**src/rtl/tone_sequencer.sv**
```systemverilog
// tone_sequencer: plays timed note commands as a square-wave buzzer tone.
//   Each accepted note is followed by an articulation gap and a done pulse.
//   Optional macro TONE_SEQUENCER_VOLUME_EN adds a 3-bit PWM volume input.
// Ports:
//   ext_clk_25m / ext_rst          clock, asynchronous active-high reset
//   in_valid / in_ready            command handshake (accepted on valid && ready)
//   in_code / in_oct / in_dur      note code (0 = rest), octave raise, duration-1 in units
//   stop                           synchronous abort back to idle
//   vol (macro only)               PWM volume, 0 = mute, 7 = 7/8 duty
//   beep                           buzzer drive
//   cur_code / high                display info: sounding code, high-register flag
//   busy / note_done               activity flag, one-cycle completion pulse
module tone_sequencer #(
  parameter int unsigned CLK_HZ  = 25_000_000,
  parameter int unsigned UNIT_HZ = 16,
  parameter int unsigned DUR_W   = 4,
  parameter int unsigned OCT_W   = 2,
  parameter int unsigned GAP_CYC = 250_000,
  parameter int unsigned DIV_W   = 20
) (
  input  logic             ext_clk_25m,
  input  logic             ext_rst,
  input  logic             in_valid,
  output logic             in_ready,
  input  logic [3:0]       in_code,
  input  logic [OCT_W-1:0] in_oct,
  input  logic [DUR_W-1:0] in_dur,
  input  logic             stop,
`ifdef TONE_SEQUENCER_VOLUME_EN
  input  logic [2:0]       vol,
`endif
  output logic             beep,
  output logic [3:0]       cur_code,
  output logic             high,
  output logic             busy,
  output logic             note_done
);

  localparam int unsigned UNIT_CYC  = CLK_HZ / UNIT_HZ;
  localparam int unsigned UNIT_LAST = (UNIT_CYC > 0) ? UNIT_CYC - 1 : 0;
  localparam int          UNIT_W    = (UNIT_CYC > 1) ? $clog2(UNIT_CYC) : 1;
  localparam bit          HAS_GAP   = (GAP_CYC != 0);
  localparam int unsigned GAP_LAST  = HAS_GAP ? GAP_CYC - 1 : 0;
  localparam int          GAP_W     = (GAP_CYC > 1) ? $clog2(GAP_CYC) : 1;

  // Note frequencies in Hz; index 0 is the rest code.
  localparam int unsigned FREQ_HZ [16] = '{
    0, 262, 294, 330, 349, 392, 440, 494,
    523, 587, 659, 698, 784, 880, 988, 1047
  };

  function automatic logic [DIV_W-1:0] half_for(input int unsigned f);
    return (f == 0) ? DIV_W'(1) : DIV_W'(CLK_HZ / (2 * f));
  endfunction

  typedef enum logic [1:0] {S_IDLE, S_LOAD, S_PLAY, S_GAP} state_t;

  state_t           r_state;
  logic [3:0]       r_code;
  logic [OCT_W-1:0] r_oct;
  logic [DUR_W-1:0] r_dur;
  logic [DIV_W-1:0] r_half;
  logic [DIV_W-1:0] r_phase;
  logic [UNIT_W-1:0] r_unit;
  logic [DUR_W-1:0] r_beat;
  logic [GAP_W-1:0] r_gap;
  logic             r_tone;
  logic             r_ready;
  logic             r_busy;
  logic             r_done;
  logic             r_high;
  logic [3:0]       r_cur;

  // Half-period table is fixed at elaboration; only a 16-way mux remains.
  logic [DIV_W-1:0] w_half_tab [16];
  for (genvar g = 0; g < 16; g++) begin : g_half
    localparam logic [DIV_W-1:0] HALF = half_for(FREQ_HZ[g]);
    assign w_half_tab[g] = HALF;
  end

  logic [DIV_W-1:0] w_half_sh;
  logic [DIV_W-1:0] w_half_eff;
  logic             w_phase_wrap;
  logic             w_unit_wrap;
  logic             w_last_beat;
  logic             w_gap_end;

  assign w_half_sh    = w_half_tab[r_code] >> r_oct;
  // Large octave raises can shift the high notes down to zero; keep at least one cycle.
  assign w_half_eff   = (w_half_sh == '0) ? DIV_W'(1) : w_half_sh;
  assign w_phase_wrap = (r_phase == r_half - 1'b1);
  assign w_unit_wrap  = (r_unit == UNIT_W'(UNIT_LAST));
  assign w_last_beat  = w_unit_wrap && (r_beat == r_dur);
  assign w_gap_end    = (r_gap == GAP_W'(GAP_LAST));

  always_ff @(posedge ext_clk_25m or posedge ext_rst) begin
    if (ext_rst) begin
      r_state <= S_IDLE;
      r_code  <= '0;
      r_oct   <= '0;
      r_dur   <= '0;
      r_half  <= '0;
      r_phase <= '0;
      r_unit  <= '0;
      r_beat  <= '0;
      r_gap   <= '0;
      r_tone  <= 1'b0;
      r_ready <= 1'b1;
      r_busy  <= 1'b0;
      r_done  <= 1'b0;
      r_high  <= 1'b0;
      r_cur   <= '0;
    end else begin
      r_done <= 1'b0;
      if (stop) begin
        // Abort wins over everything, including a command offered this cycle.
        r_state <= S_IDLE;
        r_ready <= 1'b1;
        r_busy  <= 1'b0;
        r_tone  <= 1'b0;
        r_cur   <= '0;
        r_high  <= 1'b0;
      end else begin
        case (r_state)
          S_IDLE: begin
            if (in_valid) begin
              r_code  <= in_code;
              r_oct   <= in_oct;
              r_dur   <= in_dur;
              r_ready <= 1'b0;
              r_busy  <= 1'b1;
              r_state <= S_LOAD;
            end
          end
          S_LOAD: begin
            r_half  <= w_half_eff;
            r_phase <= '0;
            r_unit  <= '0;
            r_beat  <= '0;
            r_gap   <= '0;
            r_tone  <= 1'b0;
            r_cur   <= r_code;
            r_high  <= (r_code >= 4'd8) || (r_oct != '0);
            r_state <= S_PLAY;
          end
          S_PLAY: begin
            if (w_phase_wrap) begin
              r_phase <= '0;
              // Rests keep the same timing but never drive the buzzer.
              r_tone  <= (r_code != 4'd0) ? ~r_tone : 1'b0;
            end else begin
              r_phase <= r_phase + 1'b1;
            end
            if (w_unit_wrap) begin
              r_unit <= '0;
              if (!w_last_beat) begin
                r_beat <= r_beat + 1'b1;
              end
            end else begin
              r_unit <= r_unit + 1'b1;
            end
            if (w_last_beat) begin
              r_tone <= 1'b0;
              r_cur  <= '0;
              r_gap  <= '0;
              if (HAS_GAP) begin
                r_state <= S_GAP;
              end else begin
                r_state <= S_IDLE;
                r_ready <= 1'b1;
                r_busy  <= 1'b0;
                r_done  <= 1'b1;
              end
            end
          end
          S_GAP: begin
            if (w_gap_end) begin
              r_state <= S_IDLE;
              r_ready <= 1'b1;
              r_busy  <= 1'b0;
              r_done  <= 1'b1;
            end else begin
              r_gap <= r_gap + 1'b1;
            end
          end
          default: begin
            r_state <= S_IDLE;
            r_ready <= 1'b1;
            r_busy  <= 1'b0;
          end
        endcase
      end
    end
  end

`ifdef TONE_SEQUENCER_VOLUME_EN
  logic [2:0] r_pwm;

  always_ff @(posedge ext_clk_25m or posedge ext_rst) begin
    if (ext_rst) begin
      r_pwm <= '0;
    end else begin
      r_pwm <= r_pwm + 1'b1;
    end
  end

  assign beep = r_tone & (r_pwm < vol);
`else
  assign beep = r_tone;
`endif

  assign in_ready  = r_ready;
  assign cur_code  = r_cur;
  assign high      = r_high;
  assign busy      = r_busy;
  assign note_done = r_done;

endmodule

```
**config.mk**
```make
export PLATFORM = sky130hd
export DESIGN_NAME = tone_sequencer
export DESIGN_NICKNAME = d
export VERILOG_FILES = /design/src/rtl/tone_sequencer.sv
export SDC_FILE = /design/constraint.sdc
export NUM_CORES = 1
export LEC_CHECK = 0
export CORE_UTILIZATION = 62
export DETAILED_ROUTE_END_ITERATION = 12
export PLACE_DENSITY_LB_ADDON = 0.15
export SLEW_MARGIN = 20
export SYNTH_ARGS = -nofsm -noshare
export SYNTH_HDL_FRONTEND = slang
export SYNTH_SLANG_ARGS = --single-unit
```
**constraint.sdc**
```tcl
create_clock -name ext_clk_25m -period 4.02 [get_ports ext_clk_25m]
set_clock_uncertainty 0.15 [all_clocks]
set_input_delay 0.804 -clock ext_clk_25m [delete_from_list [all_inputs] [get_ports ext_clk_25m]]
set_output_delay 0.804 -clock ext_clk_25m [all_outputs]
set_load 0.05 [all_outputs]
```
==> run_1/m3.png <==
(3 px per um) Cells faint in the background.
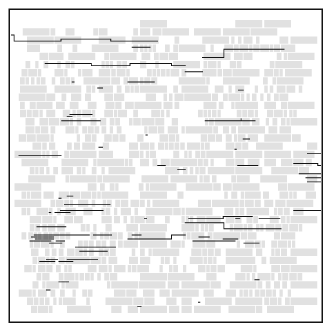
main direction	horizontal
wire length on this layer	530 um
longest straight run	20.0 um
share of all routed wire	3.8%
met3 layer usage reported by global route: 0.0589
wirelength, routed: 13800 um
vias post-DR: 5281

==> run_1/congestion_map.png <==
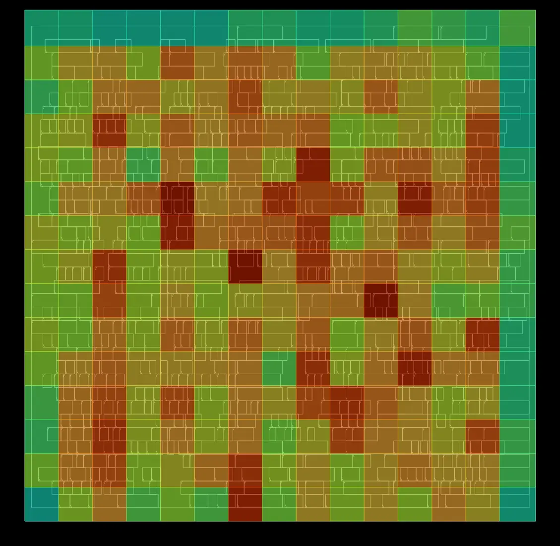
combined global-route utilization of all metal layers: 0.275
GRT busiest layer: met2
wire per inst: 15.6 um
Final Core Density: 0.694
global-route track usage on met2: 0.455

==> run_1/clock_wires.png <==
(4 px per um)
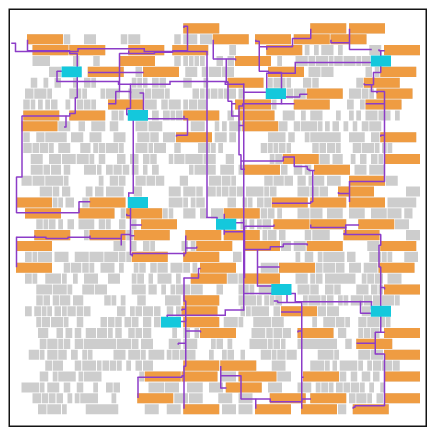
[purple] clock wires | length: 1160 um
[orange] flip-flops | count: 100
[cyan] clock-net drivers | count: 9
flops lie	widely spread
power share of the clock group: 0.138
Skew-Pair Late Insertion Delay: 0.40 ns
P_clk: 614 uW

==> run_1/ff_map.png <==
(3 px per um) Other sequential cells in the stronger grey, the rest of the logic in the fainter grey.
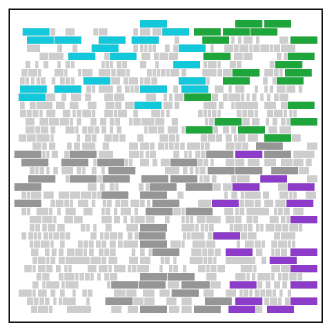
colour	name in the netlist	placed flops
purple	`r_gap`	18
green	`r_unit`	21
cyan	`r_phase`	20
not coloured	41
fraction of area in registers: 0.364
Reg area: 2500 sq um
sequential power: 1570 uW

==> impl_metrics.xml, run 1 <==
<?xml version="1.0" encoding="UTF-8"?>
<metrics>
  <group name="placement">
    <metric name="place_worst_setup_slack" unit="ns">0.702</metric>
    <metric name="detailed_placement_hpwl" unit="um">9870</metric>
    <metric name="gp_congestion" unit="">0.951</metric>
    <metric name="io_buffers" unit="">22</metric>
  </group>
  <group name="power">
    <metric name="power.largest_group" unit="">combinational cells</metric>
    <metric name="max-vdd-ir-drop" unit="uV">562</metric>
    <metric name="power.switching" unit="uW">2100</metric>
    <metric name="power_leakage" unit="uW">0.00283</metric>
    <metric name="switching_share" unit="">0.474</metric>
    <metric name="power.internal" unit="uW">2340</metric>
    <metric name="powerComb" unit="uW">2260</metric>
  </group>
  <group name="run">
    <metric name="drv.max_cap_violation_count" unit="">0</metric>
  </group>
  <group name="die">
    <metric name="die.size.y" unit="um">104</metric>
    <metric name="ios" unit="">23</metric>
    <metric name="floorplan_die_width" unit="um">104</metric>
    <metric name="core_area" unit="sq um">9910</metric>
  </group>
  <group name="final_layout">
    <metric name="final_layout_clock_cell_area_share" unit="">0.0266</metric>
    <metric name="finish.net_count" unit="">774</metric>
    <metric name="max_flop_register" unit="">r_unit</metric>
    <metric name="area_growth_from_synthesis_to_layout" unit="%">6.92</metric>
    <metric name="post_layout_nonfiller_instances" unit="">884</metric>
    <metric name="final.clkbuf_count" unit="">10</metric>
    <metric name="nonClockInverterCount" unit="">23</metric>
    <metric name="reg.largest.list" unit="">r_unit (21), r_phase (20), r_gap (18)</metric>
    <metric name="layout_top_cell" unit="">dfrtp_1</metric>
    <metric name="logic_gate_count" unit="">585</metric>
    <metric name="relative_area_of_non_clock_buffer_cells_in_the_final_design" unit="">0.0393</metric>
  </group>
  <group name="sta">
    <metric name="timing.fmax" unit="GHz">0.301</metric>
    <metric name="slew_headroom" unit="">0.254</metric>
    <metric name="share_of_the_cycle_needed_by_the_critical_path_after_routing" unit="">0.826</metric>
    <metric name="final_critical_path_setup_slack" unit="ns">0.700</metric>
    <metric name="report.final.setup_viol" unit="">0</metric>
    <metric name="timing_hold_violations_final" unit="">0</metric>
    <metric name="fin_worst_hold_slack" unit="ns">0.334</metric>
  </group>
  <group name="routing">
    <metric name="ant_nets" unit="">0</metric>
    <metric name="met2_length" unit="um">6780</metric>
    <metric name="drtIter0Drc" unit="">281</metric>
    <metric name="met3RoutedLength" unit="um">530</metric>
    <metric name="firstDrtPassIters" unit="">5</metric>
    <metric name="m1WireLength" unit="um">6210</metric>
    <metric name="topRoutingLayerUsed" unit="">met4</metric>
  </group>
  <group name="clocking">
    <metric name="clock_tree_from_tritoncts" unit="">built</metric>
    <metric name="h_tree_depth_reported_by_cts" unit="">3</metric>
    <metric name="cts.path.max_buffers" unit="">2</metric>
    <metric name="clock_sink_count" unit="">100</metric>
  </group>
  <group name="logic_synthesis">
    <metric name="post_synth_simple_gate_area" unit="">0.252</metric>
    <metric name="mux_contribution_to_synthesized_area" unit="">0.0546</metric>
    <metric name="synth-seq-area-share" unit="">0.389</metric>
    <metric name="synth-edff-count" unit="">0</metric>
    <metric name="postSynthRegisterBits" unit="">100</metric>
    <metric name="post_syn_nets" unit="">780</metric>
    <metric name="yosysCellCount" unit="">752</metric>
    <metric name="yosys.stat.chipArea" unit="sq um">6430</metric>
    <metric name="top_cells_area" unit="">dfrtp_1 (38%), xnor2_1 (5.4%), nand2_1 (5.3%)</metric>
    <metric name="top_cell" unit="">dfrtp_1</metric>
    <metric name="netlist_top_cells_count" unit="">dfrtp_1 (99), nand2_1 (91), nor2_1 (75)</metric>
    <metric name="synthesis.area" unit="sq um">6430</metric>
    <metric name="fraction_of_the_mapped_netlist_area_in_adder_cells" unit="">0.0272</metric>
  </group>
  <group name="worst_setup_path">
    <metric name="critical_path.max_stage_delay" unit="ns">0.70</metric>
    <metric name="worst_endpoint_data_arrival_time" unit="ns">3.42</metric>
    <metric name="r2r_start" unit="">r_half[0]</metric>
    <metric name="critical_path.startpoint" unit="">r_half[0]</metric>
    <metric name="critical_path.cell_chain" unit="">inv_1 &gt; ha_1 &gt; or4b_1 &gt; or3_1 &gt; nand3_1 &gt; o21ai_0 &gt; nor4_1 &gt; a41o_1 &gt; a21oi_1</metric>
    <metric name="worst-r2r-setup-slack" unit="ns">0.70</metric>
    <metric name="worstSetupStartpointType" unit="">register</metric>
    <metric name="critPathMaxFanout" unit="">20</metric>
    <metric name="path_buffers" unit="">1</metric>
  </group>
  <group name="global_route">
    <metric name="globalRouteMet1Util" unit="">0.352</metric>
    <metric name="first_global_vias" unit="">5194</metric>
    <metric name="wire_length_of_the_first_global_routing_pass" unit="um">24300</metric>
  </group>
  <group name="hold_path">
    <metric name="startpoint_of_the_worst_hold_path" unit="">cur_code[2]</metric>
  </group>
  <group name="status">
    <metric name="run_status" unit="">completed</metric>
  </group>
</metrics>
==> run_1/layers.png <==
(3 px per um)
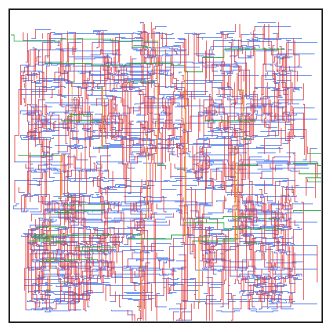

==> run 2: changes to the inputs <==
- CORE_UTILIZATION: 62 -> 56
- clock period: 4.02 -> 2.99 ns (I/O delays scaled with it)
==> run_2/layers.png <==
(2 px per um)
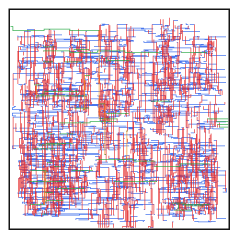
colour	layer	wire length
red	M2	7180 um
blue	M1	6560 um
orange	M4	139 um
green	M3	543 um
wirelength, routed: 14400 um
vias post-DR: 5395
combined global-route utilization of all metal layers: 0.264
wire per inst: 15.9 um

==> impl_metrics.xml, run 2 <==
<?xml version="1.0" encoding="UTF-8"?>
<metrics>
  <group name="final_layout">
    <metric name="max_flop_register" unit="">r_unit</metric>
    <metric name="design.seq.count" unit="">100</metric>
    <metric name="finish.net_count" unit="">790</metric>
    <metric name="flip_flop_count_of_the_largest_register_after_layout" unit="">21</metric>
    <metric name="final.clkbuf_count" unit="">11</metric>
    <metric name="nonClockInverterCount" unit="">23</metric>
    <metric name="reg.largest.list" unit="">r_unit (21), r_phase (20), r_gap (18)</metric>
    <metric name="post_layout_nonfiller_instances" unit="">907</metric>
    <metric name="relative_area_of_non_clock_buffer_cells_in_the_final_design" unit="">0.0562</metric>
    <metric name="seqAreaFraction" unit="">0.349</metric>
    <metric name="layout_top_cell" unit="">dfrtp_1</metric>
    <metric name="area_growth_from_synthesis_to_layout" unit="%">11.3</metric>
    <metric name="finalCoreUtilization" unit="">0.650</metric>
    <metric name="antenna-diode-count" unit="">0</metric>
    <metric name="final_layout_clock_cell_area_share" unit="">0.0423</metric>
    <metric name="most_common_logic_cells_in_the_final_layout" unit="">dfrtp_1 (99), nand2_1 (91), nor2_1 (73)</metric>
    <metric name="fillers" unit="">939</metric>
    <metric name="logic_gate_count" unit="">585</metric>
    <metric name="regArea" unit="sq um">2500</metric>
    <metric name="signal_buffers" unit="">43</metric>
  </group>
  <group name="worst_setup_path">
    <metric name="worst_path_max_delay_cell" unit="">or4b_1</metric>
    <metric name="worstSetupStartpointType" unit="">register</metric>
    <metric name="crit-reg2reg-capture" unit="">r_gap[16]</metric>
    <metric name="required_time_of_the_critical_path" unit="ns">3.06</metric>
    <metric name="critical_path.cell_chain" unit="">ha_1 &gt; or4b_1 &gt; nor4_4 &gt; a31oi_2 &gt; a2111o_2 &gt; nor4_1 &gt; xnor2_1 &gt; nor2_1</metric>
    <metric name="path_delay_family" unit="">simple AND/OR/NAND/NOR gates</metric>
    <metric name="critPathMaxFanout" unit="">9</metric>
    <metric name="critical_path.max_stage_delay" unit="ns">0.50</metric>
    <metric name="worst_endpoint_data_arrival_time" unit="ns">2.90</metric>
    <metric name="path_buffers" unit="">0</metric>
    <metric name="critical_path.startpoint" unit="">r_unit[0]</metric>
    <metric name="worst-r2r-setup-slack" unit="ns">0.17</metric>
    <metric name="r2r_start" unit="">r_unit[0]</metric>
  </group>
  <group name="power">
    <metric name="switching_share" unit="">0.446</metric>
    <metric name="pwr-share-seq" unit="">0.301</metric>
    <metric name="power.switching" unit="uW">2910</metric>
    <metric name="pg_seq" unit="uW">1960</metric>
    <metric name="powerComb" unit="uW">3370</metric>
    <metric name="power_leakage" unit="uW">0.00296</metric>
    <metric name="max-vdd-ir-drop" unit="uV">635</metric>
    <metric name="power.largest_group" unit="">combinational cells</metric>
    <metric name="power.internal" unit="uW">3610</metric>
    <metric name="power_frac_clock" unit="">0.182</metric>
    <metric name="power" unit="uW">6510</metric>
    <metric name="clock_power" unit="uW">1190</metric>
  </group>
  <group name="logic_synthesis">
    <metric name="postSynthRegisterBits" unit="">100</metric>
    <metric name="synthesis.instances" unit="">752</metric>
    <metric name="dominantRegCellSynth" unit="">dfrtp_1</metric>
    <metric name="post_syn_nets" unit="">780</metric>
    <metric name="synthesis.area" unit="sq um">6430</metric>
    <metric name="synth-seq-area-share" unit="">0.389</metric>
    <metric name="ys_types" unit="">70</metric>
    <metric name="top_cell" unit="">dfrtp_1</metric>
    <metric name="yosys.stat.chipArea" unit="sq um">6430</metric>
    <metric name="synth-edff-count" unit="">0</metric>
    <metric name="synthArstFlopShare" unit="">1.00</metric>
    <metric name="synth-xor-area-share" unit="">0.0926</metric>
    <metric name="post_synth_simple_gate_area" unit="">0.252</metric>
    <metric name="top_cells_area" unit="">dfrtp_1 (38%), xnor2_1 (5.4%), nand2_1 (5.3%)</metric>
    <metric name="netlist_top_cells_count" unit="">dfrtp_1 (99), nand2_1 (91), nor2_1 (75)</metric>
    <metric name="fraction_of_the_mapped_netlist_area_in_adder_cells" unit="">0.0272</metric>
    <metric name="mux_contribution_to_synthesized_area" unit="">0.0546</metric>
    <metric name="yosysCellCount" unit="">752</metric>
  </group>
  <group name="global_route">
    <metric name="global_route.usage.met2" unit="">0.454</metric>
    <metric name="grt.met3_usage" unit="">0.0604</metric>
    <metric name="wire_length_of_the_first_global_routing_pass" unit="um">24600</metric>
    <metric name="globalRouteMet1Util" unit="">0.338</metric>
    <metric name="grt.busiest_layer" unit="">met2</metric>
    <metric name="first_global_vias" unit="">5223</metric>
  </group>
  <group name="die">
    <metric name="floorplan_die_width" unit="um">109</metric>
    <metric name="ios" unit="">23</metric>
    <metric name="placementRows" unit="">38</metric>
    <metric name="core_area" unit="sq um">11000</metric>
    <metric name="die.size.y" unit="um">109</metric>
  </group>
  <group name="sta">
    <metric name="final-max-slew-violation-count" unit="">0</metric>
    <metric name="timing.fmax" unit="GHz">0.354</metric>
    <metric name="worst_slew_pin_slew" unit="ns">0.653</metric>
    <metric name="fin_worst_hold_slack" unit="ns">0.334</metric>
    <metric name="slew_headroom" unit="">0.565</metric>
    <metric name="final_critical_path_setup_slack" unit="ns">0.165</metric>
    <metric name="share_of_the_cycle_needed_by_the_critical_path_after_routing" unit="">0.945</metric>
    <metric name="timing_hold_violations_final" unit="">0</metric>
    <metric name="report.final.setup_viol" unit="">0</metric>
  </group>
  <group name="run">
    <metric name="drv.max_cap_violation_count" unit="">0</metric>
    <metric name="stage_log_warnings" unit="">33</metric>
  </group>
  <group name="placement">
    <metric name="dpl-instance-area" unit="sq um">6840</metric>
    <metric name="place.detailed.instances" unit="">891</metric>
    <metric name="place_worst_setup_slack" unit="ns">-0.00793</metric>
    <metric name="io_buffers" unit="">22</metric>
    <metric name="detailed_placement_hpwl" unit="um">10500</metric>
    <metric name="gp_congestion" unit="">0.862</metric>
  </group>
  <group name="hold_path">
    <metric name="hold_end" unit="">cur_code[0]</metric>
    <metric name="startpoint_of_the_worst_hold_path" unit="">cur_code[0]</metric>
    <metric name="holdCritPathClass" unit="">reg2reg</metric>
  </group>
  <group name="clocking">
    <metric name="worstSkewPairLatency" unit="ns">0.35</metric>
    <metric name="h_tree_depth_reported_by_cts" unit="">3</metric>
    <metric name="cts.path.max_buffers" unit="">2</metric>
    <metric name="clk_pin_slew_worst_paths" unit="ns">0.07</metric>
    <metric name="clock_sink_count" unit="">100</metric>
    <metric name="clock_tree_from_tritoncts" unit="">built</metric>
  </group>
  <group name="routing">
    <metric name="topRoutingLayerUsed" unit="">met4</metric>
    <metric name="met3RoutedLength" unit="um">543</metric>
    <metric name="ant_nets" unit="">0</metric>
    <metric name="drtIter0Drc" unit="">424</metric>
    <metric name="met2_length" unit="um">7180</metric>
    <metric name="m1WireLength" unit="um">6560</metric>
    <metric name="firstDrtPassIters" unit="">5</metric>
  </group>
  <group name="status">
    <metric name="run_status" unit="">completed</metric>
  </group>
</metrics>
Power and IR drop assume default switching activity.
